<file path="config.mk">
export PLATFORM = sky130hd
export DESIGN_NAME = dram_sync_fifo_flat
export DESIGN_NICKNAME = d
export VERILOG_FILES = /design/src/rtl/dram_sync_fifo_if.sv /design/src/rtl/dram_sync_fifo.sv /design/src/flat_wrapper.sv
export SDC_FILE = /design/constraint.sdc
export NUM_CORES = 1
export LEC_CHECK = 0
export ABC_AREA = 1
export CAP_MARGIN = 20
export CORE_MARGIN = 3
export CORE_UTILIZATION = 34
export CTS_CLUSTER_DIAMETER = 30
export DETAILED_ROUTE_END_ITERATION = 12
export PLACE_DENSITY = 0.6
export SLEW_MARGIN = 20
export SYNTH_ARGS = -nofsm -noshare
export SYNTH_HDL_FRONTEND = slang
export SYNTH_SLANG_ARGS = --single-unit
</file>
<file path="constraint.sdc">
create_clock -name CLK -period 2.5 [get_ports CLK]
set_clock_uncertainty 0.05 [all_clocks]
set_input_delay 0.375 -clock CLK [delete_from_list [all_inputs] [get_ports CLK]]
set_output_delay 0.375 -clock CLK [all_outputs]
set_load 0.01 [all_outputs]
</file>
<file path="src/rtl/dram_sync_fifo_if.sv">
// Handshake bundle for dram_sync_fifo: write side, read side, control and status.
// Valid/ready semantics:
//   - A write is accepted on a rising edge where WR_EN=1 and WR_READY=1.
//   - A read is accepted on a rising edge where RD_EN=1 and RD_VALID=1.
//   - WR_READY and RD_VALID depend only on registered occupancy.
//   - RD_DATA is the head word while RD_VALID=1.
interface dram_sync_fifo_if #(
    parameter int DATA_W = 20,
    parameter int ADDR_W = 4
);
    logic              FLUSH;
    logic [DATA_W-1:0] WR_DATA;
    logic              WR_EN;
    logic              WR_READY;
    logic              RD_EN;
    logic              RD_VALID;
    logic [DATA_W-1:0] RD_DATA;
    logic [ADDR_W:0]   LEVEL;
    logic              ALMOST_FULL;
    logic              ALMOST_EMPTY;
    logic              OVERFLOW;
    logic              UNDERFLOW;
    logic              CLR_FLAGS;

    // The producer/consumer side drives requests and observes status.
    modport master (
        output FLUSH, WR_DATA, WR_EN, RD_EN, CLR_FLAGS,
        input  WR_READY, RD_VALID, RD_DATA, LEVEL,
        input  ALMOST_FULL, ALMOST_EMPTY, OVERFLOW, UNDERFLOW
    );

    // The FIFO side receives requests and drives status.
    modport slave (
        input  FLUSH, WR_DATA, WR_EN, RD_EN, CLR_FLAGS,
        output WR_READY, RD_VALID, RD_DATA, LEVEL,
        output ALMOST_FULL, ALMOST_EMPTY, OVERFLOW, UNDERFLOW
    );
endinterface

</file>
<file path="src/rtl/dram_sync_fifo.sv">
// Single-clock first-word-fall-through FIFO on distributed dual-port RAM.
// Pointers wrap modulo DEPTH; a separate occupancy counter gives full/empty.
module dram_sync_fifo #(
    parameter int DATA_W     = 20,
    parameter int ADDR_W     = 4,
    parameter int AFULL_LVL  = 12,
    parameter int AEMPTY_LVL = 2
) (
    input  logic              CLK,
    input  logic              RST_N,
    dram_sync_fifo_if.slave   fifo
);
    localparam int DEPTH = 2 ** ADDR_W;
    localparam logic [ADDR_W:0] DEPTH_C  = (ADDR_W + 1)'(DEPTH);
    localparam logic [ADDR_W:0] AFULL_C  = (ADDR_W + 1)'(AFULL_LVL);
    localparam logic [ADDR_W:0] AEMPTY_C = (ADDR_W + 1)'(AEMPTY_LVL);

    // Thresholds outside the occupancy range would make the status flags meaningless.
    if (AFULL_LVL > DEPTH || AEMPTY_LVL >= DEPTH || AFULL_LVL < 0 || AEMPTY_LVL < 0) begin : g_param_chk
        $error("dram_sync_fifo: AFULL_LVL must be <= DEPTH and AEMPTY_LVL < DEPTH");
    end

    logic [DATA_W-1:0] mem [DEPTH];
    logic [ADDR_W-1:0] wr_ptr;
    logic [ADDR_W-1:0] rd_ptr;
    logic [ADDR_W:0]   level;
    logic              full;
    logic              empty;
    logic              live;
    logic              wr_acc;
    logic              rd_acc;
    logic              ovf_q;
    logic              udf_q;

    // Accept decode: reset and flush suppress every operation in their cycle.
    always_comb begin
        full   = (level == DEPTH_C);
        empty  = (level == '0);
        live   = RST_N & ~fifo.FLUSH;
        wr_acc = live & fifo.WR_EN & ~full;
        rd_acc = live & fifo.RD_EN & ~empty;
    end

    // Storage write port; contents are never reset so the RAM maps to LUTs.
    always_ff @(posedge CLK) begin
        if (wr_acc) begin
            mem[wr_ptr] <= fifo.WR_DATA;
        end
    end

    // Pointer and occupancy tracking.
    always_ff @(posedge CLK) begin
        if (!live) begin
            wr_ptr <= '0;
            rd_ptr <= '0;
            level  <= '0;
        end else begin
            if (wr_acc) wr_ptr <= wr_ptr + 1'b1;
            if (rd_acc) rd_ptr <= rd_ptr + 1'b1;
            case ({wr_acc, rd_acc})
                2'b10:   level <= level + 1'b1;
                2'b01:   level <= level - 1'b1;
                default: level <= level;
            endcase
        end
    end

    // Sticky error flags; a new offending request beats a same-cycle clear.
    always_ff @(posedge CLK) begin
        if (!live) begin
            ovf_q <= 1'b0;
            udf_q <= 1'b0;
        end else begin
            if (fifo.WR_EN && full)    ovf_q <= 1'b1;
            else if (fifo.CLR_FLAGS)   ovf_q <= 1'b0;
            if (fifo.RD_EN && empty)   udf_q <= 1'b1;
            else if (fifo.CLR_FLAGS)   udf_q <= 1'b0;
        end
    end

    // Status decode from registered occupancy only; asynchronous read of the head word.
    always_comb begin
        fifo.WR_READY     = ~full;
        fifo.RD_VALID     = ~empty;
        fifo.RD_DATA      = mem[rd_ptr];
        fifo.LEVEL        = level;
        fifo.ALMOST_FULL  = (level >= AFULL_C);
        fifo.ALMOST_EMPTY = (level <= AEMPTY_C);
        fifo.OVERFLOW     = ovf_q;
        fifo.UNDERFLOW    = udf_q;
    end
endmodule
</file>
<file path="src/flat_wrapper.sv">
// flat-port wrapper written by rule: the top's interface ports become plain ports
module dram_sync_fifo_flat 
#(
    parameter int DATA_W     = 20,
    parameter int ADDR_W     = 4,
    parameter int AFULL_LVL  = 12,
    parameter int AEMPTY_LVL = 2
)
  (CLK, RST_N, fifo_FLUSH, fifo_WR_DATA, fifo_WR_EN, fifo_RD_EN, fifo_CLR_FLAGS, fifo_WR_READY, fifo_RD_VALID, fifo_RD_DATA, fifo_LEVEL, fifo_ALMOST_FULL, fifo_ALMOST_EMPTY, fifo_OVERFLOW, fifo_UNDERFLOW);
  dram_sync_fifo_if #(.DATA_W(DATA_W), .ADDR_W(ADDR_W)) fifo_i ();
  input  logic CLK;
  input  logic RST_N;
  input wire logic [$bits(fifo_i.FLUSH)-1:0] fifo_FLUSH;
  input wire logic [$bits(fifo_i.WR_DATA)-1:0] fifo_WR_DATA;
  input wire logic [$bits(fifo_i.WR_EN)-1:0] fifo_WR_EN;
  input wire logic [$bits(fifo_i.RD_EN)-1:0] fifo_RD_EN;
  input wire logic [$bits(fifo_i.CLR_FLAGS)-1:0] fifo_CLR_FLAGS;
  output wire logic [$bits(fifo_i.WR_READY)-1:0] fifo_WR_READY;
  output wire logic [$bits(fifo_i.RD_VALID)-1:0] fifo_RD_VALID;
  output wire logic [$bits(fifo_i.RD_DATA)-1:0] fifo_RD_DATA;
  output wire logic [$bits(fifo_i.LEVEL)-1:0] fifo_LEVEL;
  output wire logic [$bits(fifo_i.ALMOST_FULL)-1:0] fifo_ALMOST_FULL;
  output wire logic [$bits(fifo_i.ALMOST_EMPTY)-1:0] fifo_ALMOST_EMPTY;
  output wire logic [$bits(fifo_i.OVERFLOW)-1:0] fifo_OVERFLOW;
  output wire logic [$bits(fifo_i.UNDERFLOW)-1:0] fifo_UNDERFLOW;
  assign fifo_i.FLUSH = fifo_FLUSH;
  assign fifo_i.WR_DATA = fifo_WR_DATA;
  assign fifo_i.WR_EN = fifo_WR_EN;
  assign fifo_i.RD_EN = fifo_RD_EN;
  assign fifo_i.CLR_FLAGS = fifo_CLR_FLAGS;
  assign fifo_WR_READY = fifo_i.WR_READY;
  assign fifo_RD_VALID = fifo_i.RD_VALID;
  assign fifo_RD_DATA = fifo_i.RD_DATA;
  assign fifo_LEVEL = fifo_i.LEVEL;
  assign fifo_ALMOST_FULL = fifo_i.ALMOST_FULL;
  assign fifo_ALMOST_EMPTY = fifo_i.ALMOST_EMPTY;
  assign fifo_OVERFLOW = fifo_i.OVERFLOW;
  assign fifo_UNDERFLOW = fifo_i.UNDERFLOW;
  dram_sync_fifo #(.DATA_W(DATA_W), .ADDR_W(ADDR_W), .AFULL_LVL(AFULL_LVL), .AEMPTY_LVL(AEMPTY_LVL)) u_core (.CLK(CLK), .RST_N(RST_N), .fifo(fifo_i));
endmodule
</file>
==> run_1/ff_map.png <==
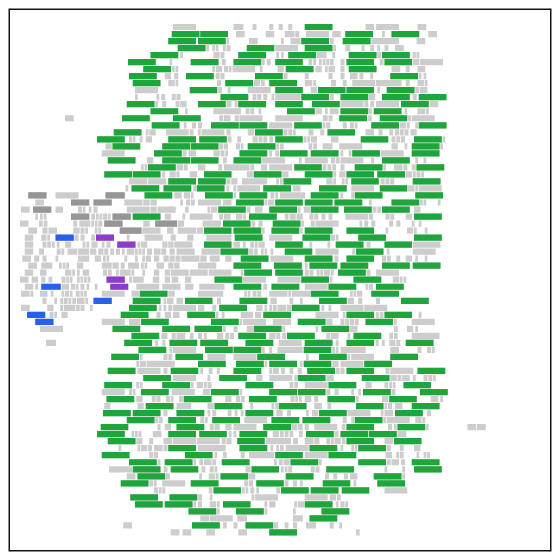
- u_core.wr_ptr: purple (flops 4; where west)
- u_core.mem: green (flops 320)
- u_core.fifo.LEVEL: blue (flops 5; where west)
- not colored: 10
core utilization of the finished layout: 0.461
Seq group: 6.25 mW
area occupied by registers: 10000 sq um
sequential cell area share: 0.539

==> run_1/port_trees.png <==
Bar = 50 um.
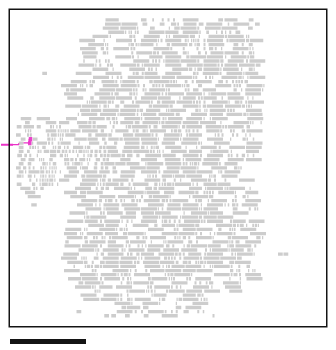
- fifo_RD_EN: magenta (bits 1; direction input; edge west; end cells 2; buffers 1; wire 12.9 um)
ports placed on the boundary: 57
PortBufs: 56

==> summary.rpt, run 1 <==
PHYSICAL IMPLEMENTATION REPORT
----------------------------------------------------
[Setup path]
  Worst path required time ........................ 2.08 ns
  Worst-path fanout max ........................ 19
  Setup CP Type ........................ register to output pin
  Worst EP arrival ........................ 2.06 ns
  Worst setup endpoint ........................ fifo_RD_DATA[7]
  RR Startpoint ........................ u_core.fifo.LEVEL[2]
  Depth of the worst register-to-register path ........................ 18
  Startpoint type of the worst setup path ........................ register
  Critical Path End Type ........................ output pin

[Min path]
  Worst Hold Path Cells ........................ 3
  Start point of the worst min-delay path ........................ fifo_RD_EN
  Endpoint of the worst hold path ........................ u_core.fifo.UNDERFLOW
  Min-Delay Path Class ........................ primary input to register

[Die]
  Row Count ........................ 73
  Core utilization at floorplan ........................ 0.349
  Die Y ........................ 209 um
  Overall die width ........................ 209 um
  Area of the die ........................ 43800 sq um
  Core ar. ........................ 40300 sq um

[Clocking]
  # clock sinks ........................ 339
  Clock slew seen by the registers of the worst setup and hold paths ........................ 0.05 ns
  TritonCTS clock tree ........................ done
  CTS H-Tree Depth ........................ 3
  Post-CTS Setup Inserts ........................ 6
  Clock insertion delay at the later pin of the skew report ........................ 0.57 ns
  Total clock buffers created by CTS ........................ 68
  Hold buffer count at CTS ........................ 0
  Number of resized instances in the post-cts repair step ........................ 111
  Maximum clock path buffer count ........................ 3

[Pwr]
  Leakage ........................ 6.71 nW
  Power of the clock network ........................ 8.91 mW
  Clock Power Share ........................ 0.570
  Fraction of power consumed by sequential logic ........................ 0.400
  Pwr Density ........................ 842 nW/um^2
  Switching pwr ........................ 3.24 mW
  Total combinational power ........................ 0.458 mW
  Final total power ........................ 15.6 mW
  Combinational share of power ........................ 0.029
  Internal Dissipation ........................ 12.4 mW

[Placed design]
  Final GP Congestion ........................ 0.796
  Placed Cells ........................ 1738
  Post-detailed-placement cell area ........................ 15600 sq um
  Pre-CTS setup slack ........................ 0.0452 ns
  Post-DP HPWL ........................ 19600 um

[Logic synthesis]
  Ys cells ........................ 1168
  Avg Inst Size Synth ........................ 12.0 sq um
  Synth mux share ........................ 0
  Total cell area reported by yosys after synthesis ........................ 14000 sq um
  Area of the mapped netlist ........................ 14000 sq um
  Post-synthesis instance total ........................ 1168
  XOR/XNOR share of the synthesized area ........................ 0.00187
  Share of the yosys chip area belonging to registers ........................ 0.711
  Net count of the mapped netlist ........................ 1202
  Distinct lib cells used ........................ 23
  Seq cells post-synth ........................ 339
  Area share of fa/ha/maj cells after synthesis ........................ 0.00713
  Basic Gates by Area ........................ 0.0920
  Synth Area in Compound Gates ........................ 0.109
  Synth Warn # ........................ 0

[STA]
  Slew Viols, Final ........................ 0
  Summed negative setup slack over all endpoints ........................ 0 ns
  Period Utilization, post-route ........................ 0.995
  Unrepaired setup endpoints after global routing ........................ yes
  Minimum setup slack in the final design ........................ 0.0133 ns
  Rel. slew slack ........................ 0.513
  Final Hold Violating Endpoints ........................ 0
  Maximum clock frequency ........................ 402 MHz
  Final worst path period need ........................ 2.49 ns
  Worst-Margin Slew ........................ 0.728 ns
  Final setup violating endpoints ........................ 0

[Run status]
  Result of the run ........................ finished, final reports clean

[GRT]
  Initial antenna violation count ........................ 1
  Global-route wire length before repair ........................ 54300 um
  Largest net degree at the start of global routing ........................ 43
  Total overflow reported by the global router ........................ 0
  Via count of the first global-routing pass ........................ 9271

[Layout]
  Non-filler cells in the finished layout ........................ 1887
  Top logic cells by instance count in the layout ........................ edfxtp_1 (320), inv_1 (186), nand2_1 (117), nand3_1 (115), o211ai_1 (80)
  Area delta synth->final ........................ 32.2%
  Nets@finish ........................ 1341
  Ratio of cells with drive above 1 in the final layout ........................ 0.204
  Most numerous logic cell after layout ........................ edfxtp_1
  Layout Cell Area excl Fill ........................ 18600 sq um

[Drt]
  Detailed Routing Iterations Pass 1 ........................ 6
  Drt initial violations ........................ 951
  Remaining antenna violation count after routing ........................ 0
  Post-detailed-route via-to-cell ratio ........................ 5.00

[Flow run]
  Max-cap violations ........................ 0

----------------------------------------------------
==> run_1/layers.png <==
Only two layers are drawn.
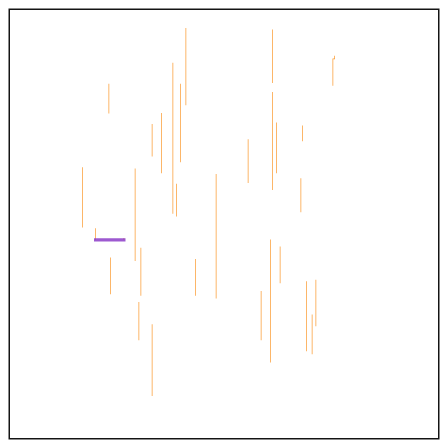
- M5: purple (wire length 13.8 um)
- M4: orange (wire length 811 um)
number of vias after detailed routing: 9434
final wirelength: 36000 um
total global routing track utilization: 0.159

[run 1: layer usage]
layer / share of wire / GRT usage
met1: 0.41 / 0.204
met2: 0.50 / 0.263
met3: 0.067 / 0.0390
met4: 0.023 / 0.0561
met5: 0.00036 / 0
[run 1: critical path, stage by stage (launching register included)]
cell             delay (ns)
dfxtp_4                0.38
buf_4                  0.17
buf_16                 0.16
a21oi_2                0.14
o21ai_0                0.11
nand3_1                0.11
nand3_2                0.10
nand2_2                0.10
clkdlybuf4s15_2        0.22
[run 1: Yosys cell counts]
cell / count / area share
edfxtp_1: 320 / 0.68
buf_6: 11 / 0.0088
a21oi_1: 95 / 0.034
nand2_1: 132 / 0.035
o21ai_0: 54 / 0.019
o21ai_1: 34 / 0.012
buf_4: 8 / 0.0043
clkbuf_1: 20 / 0.0053
nor2_1: 26 / 0.0069
ha_1: 8 / 0.0071
inv_1: 186 / 0.050
nand3b_1: 1 / 0.00053
buf_2: 21 / 0.0075
nand2_2: 2 / 0.00089
nand4_1: 2 / 0.00089
dfxtp_1: 19 / 0.027
xor2_1: 3 / 0.0019
nand3_1: 131 / 0.047
buf_1: 8 / 0.0021
o211ai_1: 80 / 0.043
inv_2: 3 / 0.00080
nor3_1: 2 / 0.00071
a211oi_1: 2 / 0.0011
[run 1: final cells by class]
type                    instances  area, sq um
repair buffers                137         1730
multi-input cells             572         3180
flip-flops and latches        339        10000
clock inverters                42          448
inverters                     189          709
diodes                          1         2.50
fillers                      3533        21700
clock buffers                  82         1830
well taps                     525          657
[run 1: registers in the layout, indices dropped and copies added, names as in the netlist, named ones only]
signal and flops:
u_core.rd_ptr 4, u_core.fifo.UNDERFLOW 1, u_core.fifo.LEVEL 5, u_core.mem 320, u_core.fifo.OVERFLOW 1, u_core.wr_ptr 4
--- run 2 (diff from run 1) ---
--- a/config.mk
+++ b/config.mk
@@ -9,8 +9,8 @@
 export CAP_MARGIN = 20
 export CORE_MARGIN = 3
 export CORE_UTILIZATION = 34
-export CTS_CLUSTER_DIAMETER = 30
 export DETAILED_ROUTE_END_ITERATION = 12
+export HOLD_SLACK_MARGIN = 0.02
 export PLACE_DENSITY = 0.6
 export SLEW_MARGIN = 20
 export SYNTH_ARGS = -nofsm -noshare
==> run_2/placed.png <==
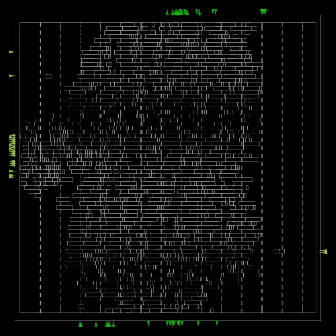
sequential cell area share: 0.578
Core ar.: 40300 sq um

==> run_2/layers.png <==
Only two layers are drawn.
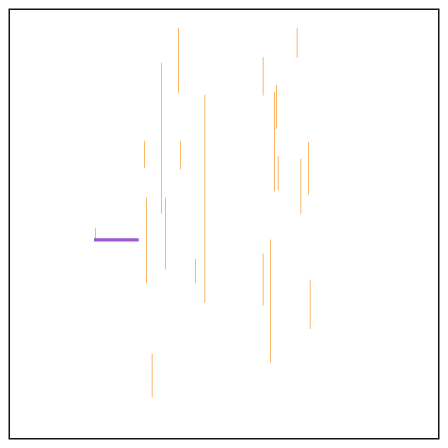
total global routing track utilization: 0.154
final wirelength: 34500 um
number of vias after detailed routing: 9020
Avg WL per Cell: 18.9 um

==> run 2 against run 1 <==
Against the previous run: largest cell class unchanged; largest power group is now registers; global-route usage fell by 0.51 points; power fell by 25%; critical path type unchanged; highest routed layer unchanged; flip-flop count did not move; via count fell by 4.4%.
==> summary.rpt, run 2 <==
PHYSICAL IMPLEMENTATION REPORT
----------------------------------------------------
[Drt]
  Detailed Routing Iterations Pass 1 ........................ 5
  Drt initial violations ........................ 842

[Layout]
  Area occupied by registers ........................ 10000 sq um
  Non-clock buffering overhead ........................ 0.0986
  Multi-input logic area ........................ 3140 sq um
  Most numerous logic cell after layout ........................ edfxtp_1
  Non-clock inverter total of the final layout ........................ 189
  Filler cell count ........................ 3665
  Number of clock buffers in the layout ........................ 40
  Clock network share of area ........................ 0.0633
  Register with the most flip-flops ........................ u_core.mem
  Multi-input gates ........................ 572
  Non-clock buffer count ........................ 133
  Ratio of cells with drive above 1 in the final layout ........................ 0.159
  Area delta synth->final ........................ 23.2%
  Nets@finish ........................ 1305
  Multi-input combinational area share ........................ 0.181

[GRT]
  Largest net degree at the start of global routing ........................ 43
  Global-route wire length before repair ........................ 52600 um
  Total overflow reported by the global router ........................ 0
  Via count of the first global-routing pass ........................ 8830

[Logic synthesis]
  Share of flip-flops with an asynchronous set or reset after synthesis ........................ 0
  Distinct lib cells used ........................ 23
  Avg Inst Size Synth ........................ 12.0 sq um
  Net count of the mapped netlist ........................ 1202
  Area of the mapped netlist ........................ 14000 sq um
  Share of the yosys chip area belonging to registers ........................ 0.711
  Share of Yosys cell area claimed by the top area cell type ........................ 0.684
  Post-synthesis instance total ........................ 1168
  Biggest area contributors in the synthesized netlist ........................ edfxtp_1 (68%), inv_1 (5.0%), nand3_1 (4.7%), o211ai_1 (4.3%), nand2_1 (3.5%)
  Synth Warn # ........................ 0
  Top cell type by total area after synthesis ........................ edfxtp_1
  Ys cells ........................ 1168

[STA]
  Period Utilization, post-route ........................ 0.980
  Final Hold Violating Endpoints ........................ 0
  Maximum clock frequency ........................ 408 MHz
  Worst-Margin Slew ........................ 0.734 ns
  Rel. slew slack ........................ 0.509
  Unrepaired setup endpoints after global routing ........................ yes
  Final setup violating endpoints ........................ 0
  Final worst path period need ........................ 2.45 ns

[Pwr]
  Clock Power Share ........................ 0.429
  Internal Dissipation ........................ 9.31 mW
  Pwr Density ........................ 677 nW/um^2
  Final total power ........................ 11.7 mW
  Power of the clock network ........................ 5.02 mW

[Die]
  Area of the die ........................ 43800 sq um
  Row Count ........................ 73
  Overall die width ........................ 209 um
  Core utilization at floorplan ........................ 0.349
  Ports placed on the boundary ........................ 57

[Setup path]
  Setup CP Type ........................ register to output pin
  Cell-by-cell listing of the critical path ........................ buf_12 > buf_16 > a21oi_1 > o21ai_0 > nand3_1 > nand3_2 > nand2_2 > buf_2
  Worst-path fanout max ........................ 16
  Worst EP arrival ........................ 2.02 ns
  Cell with the largest stage delay on the worst path ........................ dfxtp_4
  Slowest Stage Delay on Critical Path ........................ 0.38 ns

[Placed design]
  Post-DP HPWL ........................ 19600 um
  Post-detailed-placement cell area ........................ 15600 sq um

[Run status]
  Result of the run ........................ finished, final reports clean

[Clocking]
  Post-CTS Setup Inserts ........................ 6
  Number of resized instances in the post-cts repair step ........................ 107
  Total clock buffers created by CTS ........................ 36

----------------------------------------------------
run 2: cell types whose count changed in the layout (fill, tap and decap cells not counted), moves of 6 or more:
cell / before / now
clkbuf_16: 78 / 41
a21oi_1: 79 / 85
a21oi_2: 16 / 9
clkbuf_1: 10 / 3
o21ai_1: 45 / 53
o21ai_0: 43 / 34
buf_4: 41 / 35
run 2: cells by family (layout without fill, tap and decap cells):
kind of cell,after synthesis,count (layout),synth area share
AOI/OAI and AO/OA,265,265,0.109
xor gates and xnor gates,3,3,0.00187
adders and majority gates,8,8,0.00713
buffers and inverters,257,384,0.0786
DFF,339,339,0.711
and+or+nand+nor,296,296,0.0920
run 2: path summary, 6_finish.rpt:
check	start	to	slack, ns	cells past startpoint
worst max-delay path	register	fifo_RD_DATA[10]	0.05	8
worst min-delay path	u_core.rd_ptr[3]	u_core.rd_ptr[3]	0.41	2
worst max register to register	u_core.fifo.LEVEL[2]	u_core.fifo.LEVEL[4]	0.30	18
worst min register to register	u_core.rd_ptr[3]	u_core.rd_ptr[3]	0.41	2
run 2: metal layers:
metal | track usage | up-vias | part of all wire
li1 | - | 4333 | -
met1 | 0.207 | 4398 | 0.43
met2 | 0.257 | 239 | 0.49
met3 | 0.0273 | 48 | 0.056
met4 | 0.0432 | 2 | 0.018
met5 | 0 | - | 0.00058
run 2: stage by stage:
stage,utilization,TNS [ns],cells,setup slack (ns)
after global placement,0.388,0,1738,0.0447
after CTS,0.423,0,1815,0.00352
after floorplan,-,0,1168,0.0553
final,0.430,0,1820,0.0502
after global routing,0.430,-0.117,1820,-0.0293
after detailed placement,0.388,0,1738,0.0452
run 2: worst max-delay path: cells and delay by family (launching register included):
kind / cells / cell delay [ns]
compound gates: 2 / 0.24
buf+inv: 3 / 0.46
flops: 1 / 0.38
simple gates: 3 / 0.41
--- run 3 (diff from run 2) ---
--- a/config.mk
+++ b/config.mk
@@ -6,11 +6,10 @@
 export NUM_CORES = 1
 export LEC_CHECK = 0
 export ABC_AREA = 1
-export CAP_MARGIN = 20
+export CAP_MARGIN = 10
 export CORE_MARGIN = 3
 export CORE_UTILIZATION = 34
 export DETAILED_ROUTE_END_ITERATION = 12
-export HOLD_SLACK_MARGIN = 0.02
 export PLACE_DENSITY = 0.6
 export SLEW_MARGIN = 20
 export SYNTH_ARGS = -nofsm -noshare
==> run_3/layers.png <==
Only two layers are drawn.
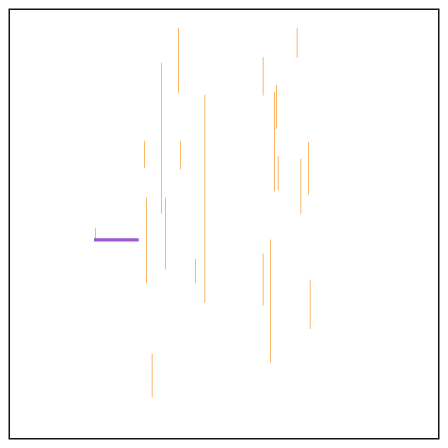
- M5: purple (wire length 20.2 um)
- M4: orange (wire length 626 um)

==> run_3/port_trees.png <==
Bar = 50 um.
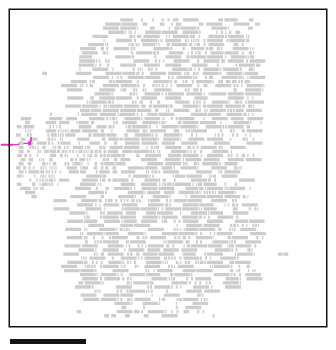

==> run 3 against run 2 <==
Against the previous run: final cell count unchanged; flip-flop count is the same; sequential power hardly changed; die size unchanged; register-to-register slack hardly changed; clock-buffer cell count did not move.
==> summary.rpt, run 3 <==
PHYSICAL IMPLEMENTATION REPORT
----------------------------------------------------
[STA]
  Slew Viols, Final ........................ 0
  Rel. slew slack ........................ 0.509
  Final Hold Violating Endpoints ........................ 0
  Worst-Margin Slew ........................ 0.734 ns
  Final setup violating endpoints ........................ 0
  Maximum clock frequency ........................ 408 MHz
  Summed negative setup slack over all endpoints ........................ 0 ns
  Minimum setup slack in the final design ........................ 0.0502 ns
  Unrepaired setup endpoints after global routing ........................ yes
  Period Utilization, post-route ........................ 0.980

[Clocking]
  Total clock buffers created by CTS ........................ 36
  Clock slew seen by the registers of the worst setup and hold paths ........................ 0.06 ns
  TritonCTS clock tree ........................ done
  Maximum clock path buffer count ........................ 3
  # clock sinks ........................ 339
  CTS H-Tree Depth ........................ 2
  Hold buffer count at CTS ........................ 0

[Die]
  Core ar. ........................ 40300 sq um
  Core utilization at floorplan ........................ 0.349
  Row Count ........................ 73
  Overall die width ........................ 209 um
  Area of the die ........................ 43800 sq um

[Placed design]
  Post-DP HPWL ........................ 19600 um
  Placed Cells ........................ 1738
  PortBufs ........................ 56
  Final GP Congestion ........................ 0.796
  Post-detailed-placement cell area ........................ 15600 sq um

[Logic synthesis]
  Number of enable-type register cells in the synthesized netlist ........................ 320
  Most instantiated cells after synthesis ........................ edfxtp_1 (320), inv_1 (186), nand2_1 (132)
  Area of the mapped netlist ........................ 14000 sq um
  Seq cells post-synth ........................ 339
  Distinct lib cells used ........................ 23
  Share of Yosys cell area claimed by the top area cell type ........................ 0.684
  Share of the yosys chip area belonging to registers ........................ 0.711
  Ys cells ........................ 1168
  Synth Warn # ........................ 0
  Avg Inst Size Synth ........................ 12.0 sq um
  Top cell type by total area after synthesis ........................ edfxtp_1
  Most frequent cell after synthesis ........................ edfxtp_1
  Total cell area reported by yosys after synthesis ........................ 14000 sq um
  Post-synthesis instance total ........................ 1168
  Biggest area contributors in the synthesized netlist ........................ edfxtp_1 (68%), inv_1 (5.0%), nand3_1 (4.7%), o211ai_1 (4.3%), nand2_1 (3.5%)

[GRT]
  Largest net degree at the start of global routing ........................ 43
  Global-route wire length before repair ........................ 52600 um
  Via count of the first global-routing pass ........................ 8830
  Total overflow reported by the global router ........................ 0

[Layout]
  Layout Cell Area excl Fill ........................ 17300 sq um
  Core utilization of the finished layout ........................ 0.430
  Number of flip-flops under the largest register name ........................ 320
  Register with the most flip-flops ........................ u_core.mem
  Nets@finish ........................ 1305
  Top logic cells by instance count in the layout ........................ edfxtp_1 (320), inv_1 (186), nand2_1 (122), nand3_1 (119), a21oi_1 (85)
  Area delta synth->final ........................ 23.2%
  Total inserted antenna cells ........................ 0
  Non-filler cells in the finished layout ........................ 1820

[Min path]
  Endpoint of the worst hold path ........................ u_core.rd_ptr[3]
  Min-Delay Path Class ........................ register to register
  Worst Hold Path Cells ........................ 2
  Start point of the worst min-delay path ........................ u_core.rd_ptr[3]

[Setup path]
  Cell with the largest stage delay on the worst path ........................ dfxtp_4
  Critical Path End Type ........................ output pin
  Depth of the worst register-to-register path ........................ 18
  Setup CP Type ........................ register to output pin
  Worst flop-to-flop path endpoint ........................ u_core.fifo.LEVEL[4]
  Slowest Stage Delay on Critical Path ........................ 0.38 ns
  Worst path required time ........................ 2.08 ns
  RR Startpoint ........................ u_core.fifo.LEVEL[2]
  Cell-by-cell listing of the critical path ........................ buf_12 > buf_16 > a21oi_1 > o21ai_0 > nand3_1 > nand3_2 > nand2_2 > buf_2
  Setup slack on the worst flop-to-flop path ........................ 0.30 ns
  Worst-path fanout max ........................ 16

[Pwr]
  Pwr Density ........................ 677 nW/um^2
  Final total power ........................ 11.7 mW
  Leakage ........................ 6.14 nW

[Drt]
  Drt initial violations ........................ 842
  Detailed Routing Iterations Pass 1 ........................ 5
  Number of vias after detailed routing ........................ 9020
  Final wirelength ........................ 34500 um
  Remaining antenna violation count after routing ........................ 0
  Avg WL per Cell ........................ 18.9 um

[Run status]
  Result of the run ........................ finished, final reports clean

----------------------------------------------------
## run 3: kinds of logic after synthesis
| logic type | share of synthesized area |
|---|---|
| DFF | 0.711 |
| and+or+nand+nor | 0.0920 |
| AOI/OAI and AO/OA | 0.109 |
| buffers and inverters | 0.0786 |
| adders and majority gates | 0.00713 |
| xor gates and xnor gates | 0.00187 |
## run 3: worst max-delay path: cells and delay by family, from the launching register on
kind,cells,cell delay [ns]
AND-OR/OR-AND,2,0.24
buffers and inverters,3,0.46
AND/OR/NAND/NOR,3,0.41
flip-flops,1,0.38
## run 3: worst max path at each step
stage / startpoint / endpoint / cells after the start
6_report: register / fifo_RD_DATA[10] / 8
5_1_grt: register / fifo_RD_DATA[16] / 7
4_1_cts: register / fifo_RD_DATA[13] / 8
3_5_place_dp: RST_N / u_core.fifo.LEVEL[4] / 17
3_3_place_gp: RST_N / u_core.fifo.LEVEL[4] / 17
2_1_floorplan: u_core.fifo.LEVEL[0] / u_core.mem[11][0] / 8
## run 3: timing repair
action | 4_1_cts | 5_1_grt
cloned | 9 | 4
setup endpoints to repair | 20 | 21
resized | 107 | 59
pin swaps | 24 | 39
buffers inserted | 6 | 1
## run 3: metal layers
layer	track usage	vias up	part of all wire
li1	-	4333	-
met1	0.207	4398	0.43
met2	0.257	239	0.49
met3	0.0273	48	0.056
met4	0.0432	2	0.018
met5	0	-	0.00058
## run 3: area by class of cell
type	count	area (sq um)
Clock buffer	40	937
Clock inverter	22	158
Fill cell	3665	23000
Inverter	189	709
Multi-Input combinational cell	572	3140
Sequential cell	339	10000
Tap cell	525	657
Timing Repair Buffer	133	1710
## run 3: power by group
part           switching [mW]  total (mW)  leakage (nW)  internal (mW)
sequential             0.0102        6.24          3.03           6.23
clock                    2.12        5.02         0.540           2.90
combinational           0.272       0.456          2.57          0.183
Power and IR drop assume default switching activity.
